Fig. 1: met4 routing
Scale: 1.5 px per um. Cells faint in the background.
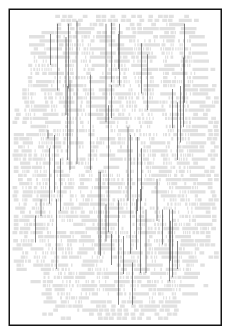
Fig. 2: signal wires on met2
Scale: 2 px per um.
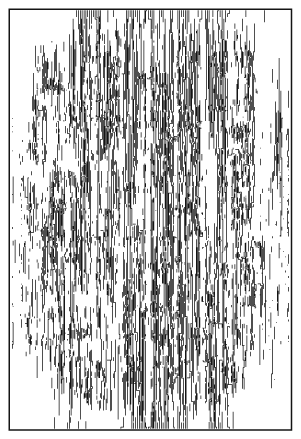
Fig. 3: metal 3
Scale: 1.5 px per um. Cells faint in the background.
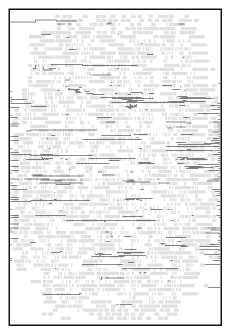
### config.mk
export PLATFORM = sky130hd
export DESIGN_NAME = spike_rate_decoder
export DESIGN_NICKNAME = d
export VERILOG_FILES = /design/src/rtl/spike_rate_decoder.sv
export SDC_FILE = /design/constraint.sdc
export NUM_CORES = 1
export LEC_CHECK = 0
export ABC_AREA = 1
export ABC_CLOCK_PERIOD_IN_PS = 5000
export CAP_MARGIN = 30
export CORE_ASPECT_RATIO = 1.5
export CORE_UTILIZATION = 46
export DETAILED_ROUTE_END_ITERATION = 10
export PLACE_DENSITY_LB_ADDON = 0.2
export SETUP_SLACK_MARGIN = 0.05
export SYNTH_ARGS = -nofsm -noshare
export SYNTH_HDL_FRONTEND = slang
export SYNTH_SLANG_ARGS = --single-unit
### constraint.sdc
create_clock -name clk -period 5 [get_ports clk]
set_input_delay 1 -clock clk [delete_from_list [all_inputs] [get_ports clk]]
set_output_delay 1 -clock clk [all_outputs]
set_load 0.01 [all_outputs]
### src/rtl/spike_rate_decoder.sv
`default_nettype none
// ============================================================================
// Module      : spike_rate_decoder
// Description : Counts spikes per output neuron over a fixed window of
//               timesteps, then runs a sequential argmax and presents the
//               winning neuron index and count on a valid/ready handshake.
// Revision    : 1.0 - initial release
// ============================================================================
module spike_rate_decoder #(
  parameter int NUM_NEURONS = 10,
  parameter int WINDOW      = 256,
  parameter int COUNT_WIDTH = 16,
  parameter int IDX_WIDTH   = $clog2(NUM_NEURONS)
) (
  input  logic                               clk,
  input  logic                               rst_n,
  input  logic                               start,
  input  logic                               step_valid,
  input  logic [NUM_NEURONS-1:0]             spike_in,
  output logic                               busy,
  output logic                               out_valid,
  input  logic                               out_ready,
  output logic [IDX_WIDTH-1:0]               winner_idx,
  output logic [COUNT_WIDTH-1:0]             winner_count,
  output logic                               all_silent,
  output logic [NUM_NEURONS*COUNT_WIDTH-1:0] counts_flat
);

  localparam int                     STEP_W      = (WINDOW > 1) ? $clog2(WINDOW) : 1;
  localparam logic [STEP_W-1:0]      C_LAST_STEP = STEP_W'(WINDOW - 1);
  localparam logic [IDX_WIDTH-1:0]   C_LAST_IDX  = IDX_WIDTH'(NUM_NEURONS - 1);
  localparam logic [COUNT_WIDTH-1:0] C_CNT_MAX   = '1;

  typedef enum logic [1:0] {
    S_IDLE   = 2'd0,
    S_ACCUM  = 2'd1,
    S_ARGMAX = 2'd2,
    S_DONE   = 2'd3
  } state_t;

  state_t                 state_q, state_d;
  logic [COUNT_WIDTH-1:0] counts_q [NUM_NEURONS];
  logic [STEP_W-1:0]      step_cnt_q;
  logic [IDX_WIDTH-1:0]   scan_idx_q;
  logic [IDX_WIDTH-1:0]   best_idx_q;
  logic [COUNT_WIDTH-1:0] best_count_q;
  logic [IDX_WIDTH-1:0]   winner_idx_q;
  logic [COUNT_WIDTH-1:0] winner_count_q;
  logic                   all_silent_q;

  logic                   w_cand_gt;
  logic [IDX_WIDTH-1:0]   w_best_idx_d;
  logic [COUNT_WIDTH-1:0] w_best_count_d;

  // State register
  always_ff @(posedge clk) begin
    if (!rst_n) state_q <= S_IDLE;
    else        state_q <= state_d;
  end

  // Next-state logic; reset is the only way out of a window besides completion
  always_comb begin
    state_d = state_q;
    case (state_q)
      S_IDLE:   if (start) state_d = S_ACCUM;
      S_ACCUM:  if (step_valid && (step_cnt_q == C_LAST_STEP)) state_d = S_ARGMAX;
      S_ARGMAX: if (scan_idx_q == C_LAST_IDX) state_d = S_DONE;
      S_DONE:   if (out_ready) state_d = S_IDLE;
      default:  state_d = S_IDLE;
    endcase
  end

  // Argmax candidate: strict compare so the lowest index keeps a tie
  always_comb begin
    w_cand_gt      = (counts_q[scan_idx_q] > best_count_q);
    w_best_idx_d   = w_cand_gt ? scan_idx_q           : best_idx_q;
    w_best_count_d = w_cand_gt ? counts_q[scan_idx_q] : best_count_q;
  end

  // Counters, argmax scan and registered result
  always_ff @(posedge clk) begin
    if (!rst_n) begin
      for (int i = 0; i < NUM_NEURONS; i++) counts_q[i] <= '0;
      step_cnt_q     <= '0;
      scan_idx_q     <= '0;
      best_idx_q     <= '0;
      best_count_q   <= '0;
      winner_idx_q   <= '0;
      winner_count_q <= '0;
      all_silent_q   <= 1'b0;
    end else begin
      case (state_q)
        S_IDLE: begin
          if (start) begin
            for (int i = 0; i < NUM_NEURONS; i++) counts_q[i] <= '0;
            step_cnt_q <= '0;
          end
        end
        S_ACCUM: begin
          // Scan state is primed here so ARGMAX starts from a clean best
          scan_idx_q   <= '0;
          best_idx_q   <= '0;
          best_count_q <= '0;
          if (step_valid) begin
            for (int i = 0; i < NUM_NEURONS; i++) begin
              if (spike_in[i] && (counts_q[i] != C_CNT_MAX)) counts_q[i] <= counts_q[i] + 1'b1;
            end
            step_cnt_q <= step_cnt_q + 1'b1;
          end
        end
        S_ARGMAX: begin
          best_idx_q   <= w_best_idx_d;
          best_count_q <= w_best_count_d;
          if (scan_idx_q == C_LAST_IDX) begin
            winner_idx_q   <= w_best_idx_d;
            winner_count_q <= w_best_count_d;
            all_silent_q   <= (w_best_count_d == '0);
          end else begin
            scan_idx_q <= scan_idx_q + 1'b1;
          end
        end
        S_DONE: begin
          if (out_ready) all_silent_q <= 1'b0;
        end
        default: ;
      endcase
    end
  end

  // Live counters flattened, neuron i in slice i
  genvar gi;
  generate
    for (gi = 0; gi < NUM_NEURONS; gi++) begin : g_flat
      assign counts_flat[gi*COUNT_WIDTH +: COUNT_WIDTH] = counts_q[gi];
    end
  endgenerate

  assign busy         = (state_q == S_ACCUM) || (state_q == S_ARGMAX);
  assign out_valid    = (state_q == S_DONE);
  assign winner_idx   = winner_idx_q;
  assign winner_count = winner_count_q;
  assign all_silent   = all_silent_q;

endmodule
`default_nettype wire

==> results.sh <==
# physical design summary
export IMPL_ctsHoldBuffers=0
export IMPL_syn_num_nets=1679
export IMPL_place_ws_ns=1.08
export IMPL_drt_iter0_markers=770
export IMPL_leakagePower_nw=6.11
export IMPL_die_y_um=210
export IMPL_insertedDiodeCount=0
export IMPL_holdWs_ns=0.464
export IMPL_post_cts_resize_count=0
export IMPL_max_freq_mhz=252
export IMPL_dieWidth_um=140
export IMPL_synth_cell_type_count=48
export IMPL_cts_max_level=1
export IMPL_viasPerCell=5.47
export IMPL_antenna_found_initial=0
export IMPL_status="complete, no violations"
export IMPL_overflow=0
export IMPL_slew_viol_final=0
export IMPL_yosys_stat_area_sq_um=13200
export IMPL_grt_pass1_wl_mm=59.9
export IMPL_grt_max_degree=63
export IMPL_layout_min_cycle_time_ns=3.96
export IMPL_rsz0062_at_grt="false"
export IMPL_synthCells=1630
export IMPL_ys_seq_share_pct=45.3
export IMPL_path_max_fanout=62
export IMPL_synth_edff_count=160
export IMPL_dieArea_sq_um=29400
export IMPL_finalCritPeriodShare_pct=79.3
export IMPL_cts_tree="built"
export IMPL_finClkSkew_ns=0.0164
export IMPL_nets=1857
export IMPL_clk_pin_slew_worst_paths_ns=0.06
export IMPL_synth_top_flop_cell="edfxtp_1"
export IMPL_cp_arrival_ns=4.41
export IMPL_vdd_drop_max_mv=0.372
export IMPL_grt_pass1_vias=11400
export IMPL_wire_per_inst_um=17.9
export IMPL_ys_ff=219
export IMPL_worst_slack_ns=1.04
export IMPL_ant_nets=0
export IMPL_largest_area_cell="edfxtp_1"
export IMPL_synthTopCellsByCount="nand2_1, inv_1, nor2_1"
export IMPL_final_cells=2170
export IMPL_warnings=31
export IMPL_synthArstFlopShare_pct=0
export IMPL_gp_congestion=0.883
export IMPL_yosysCellCount=1630
export IMPL_crit_path_end_kind="register"
export IMPL_clock_path_buffers=3
export IMPL_ioPinCount=198
export IMPL_rows=75
export IMPL_fin_util_pct=57.0
export IMPL_crit_required_ns=5.45
export IMPL_most_common_cell="nand2_1"
export IMPL_setup_viol=0
export IMPL_num_fill_cells=2616
export IMPL_post_route_drc_count=0
export IMPL_synth_area_per_cell_sq_um=8.11
export IMPL_first_pass_iters=6
export IMPL_setup_tns_final_ns=0
export IMPL_postLayoutCellArea_sq_um=16000
export IMPL_post_cts_buffers=0
export IMPL_placed_cell_area_sq_um=15400
export IMPL_cts_root_buf="clkbuf_16"
export IMPL_drive_gt1_share_pct=6.58
export IMPL_power_mw=6.71
export IMPL_insertion_delay_ns=0.53
export IMPL_hold_viol=0
export IMPL_slew_headroom_pct=38.7
export IMPL_flop_area_sq_um=5990
export IMPL_maxCapViolCount=0
export IMPL_tightest_slew_ns=0.918
export IMPL_grt_usage_pct=26.1
export IMPL_hold_class="reg -> reg"
export IMPL_comb_area_sq_um=6050
export IMPL_area_growth_pct=21.4
export IMPL_crit_type="reg -> reg"
export IMPL_dp_hpwl_mm=29.6
export IMPL_area_leaders="edfxtp_1, nand2_1, dfxtp_1"
export IMPL_core_area_sq_um=28200
export IMPL_cts_sinks=219
export IMPL_critPathLaunchType="register"
export IMPL_io_buffers=197
export IMPL_place_inst=2129
export IMPL_initCoreUtil_pct=46.9
export IMPL_yosys_warnings=0
export IMPL_synth_top_area_share_pct=36.4
export IMPL_netlist_area_sq_um=13200
export IMPL_cts_buffers=23
export IMPL_power_density_nw_per_um2=418
-- Fig. 1 (at the start) --
longest straight run: 95.2 um
main direction: vertical
wire length on this layer: 1970 um
wirelength, routed: 38.8 mm
Vias: 11900

-- Fig. 2 (at the start) --
longest straight run: 67.3 um
wire length on this layer: 19800 um
met2 usage: 47.5%

-- Fig. 3 (at the start) --
nets with wire on the layer: 215
longest straight run: 61.0 um
main direction: horizontal
wire length on this layer: 2000 um
share of all routed wire: 5.1%

-- cell type report --
type	count	share of cell area, %
clock inverter	14	0.444
timing repair buffer	210	12.9
multi-input combinational	1130	37.7
sequential	219	37.3
tap	346	2.70
clock buffer	27	3.68
inverter	224	5.24
-- cell families (layout without fill, tap and decap cells) --
logic type               count (synthesis)  after routing  synth area share, %
AND/OR/NAND/NOR                        789            789                 27.8
buffers and inverters                  281            475                 8.89
AND-OR/OR-AND                          255            255                 11.3
flip-flops                             219            219                 45.3
XOR/XNOR                                51             51                 3.38
adder cells (fa/ha/maj)                 34             34                 3.22
multiplexers                             1              1               0.0852
-- where the power goes --
part	switching (mW)	internal, mW
Sequential	0.382	2.30
Clock	0.727	0.844
Combinational	1.55	0.914
-- registers in the layout, summed over array words and instances, names as in the netlist, named ones only --
signal	flops
winner_idx	4
best_idx_q	4
winner_count	16
all_silent	1
best_count_q	16
scan_idx_q	4
state_q	2
step_cnt_q	8
counts_q	160
-- critical path, stage by stage (launching register included) --
cell and delay [ns]:
dfxtp_2 0.44, inv_2 0.68, a21oi_1 0.15, o21ai_0 0.12, nand3_1 0.15, nand3_1 0.15
nand2_1 0.10, ha_1 0.33, nand4_1 0.16, nor3_4 0.23, nand2_2 0.10, nand2_4 0.13
nand2_4 0.22, o21ai_1 0.40, nand2_1 0.09, nor2_1 0.10, nand3_1 0.11, a21oi_1 0.16
-- worst paths after layout --
| check | startpoint | endpoint | slack [ns] | cells past startpoint |
|---|---|---|---|---|
| worst max register to register | register | all_silent$_SDFFE_PN0P_ | 1.04 | 17 |
| worst min register to register | best_idx_q[0]$_SDFFE_PN0P_ | best_idx_q[0]$_SDFFE_PN0P_ | 0.46 | 2 |
| worst max-delay path | register | all_silent$_SDFFE_PN0P_ | 1.04 | 17 |
| worst min-delay path | best_idx_q[0]$_SDFFE_PN0P_ | best_idx_q[0]$_SDFFE_PN0P_ | 0.46 | 2 |
-- layout by cell type, fill, tap and decap left out, types with 3 or more instances in the layout --
cell,synthesis,layout
nand2_1,315,315
inv_1,215,215
clkdlybuf4s50_1,0,197
nor2_1,189,189
edfxtp_1,160,160
nand3_1,122,122
a21oi_1,102,102
o21ai_0,72,72
dfxtp_1,59,58
xor2_1,49,49
nor3_1,48,48
ha_1,34,34
o211ai_1,28,28
nor3b_1,28,28
clkbuf_16,0,23
nand4_1,18,18
nor3_2,16,16
buf_4,5,13
nor4_1,12,12
o21bai_1,10,10
o21ai_1,9,9
nor2_2,9,9
inv_2,8,8
clkinv_2,0,7
or2_2,6,6
nand2_2,6,6
a211oi_1,6,6
a31oi_1,6,6
a2bb2oi_1,6,6
clkinv_1,1,5
nand3_2,5,5
o21ai_2,5,5
nor3_4,4,4
o21a_1,4,4
clkbuf_1,17,4
nand4_2,3,3
-- layer usage --
| layer | global-route usage [%] | wire, um | vias to the layer above |
|---|---|---|---|
| li1 | - | - | 5827 |
| met1 | 30.0 | 15000 | 5540 |
| met2 | 47.5 | 19800 | 404 |
| met3 | 2.78 | 2000 | 100 |
| met4 | 13.9 | 1970 | 0 |
| met5 | 0 | 0 | - |
Power figures rest on the tool's default switching activity, not on a simulated workload.
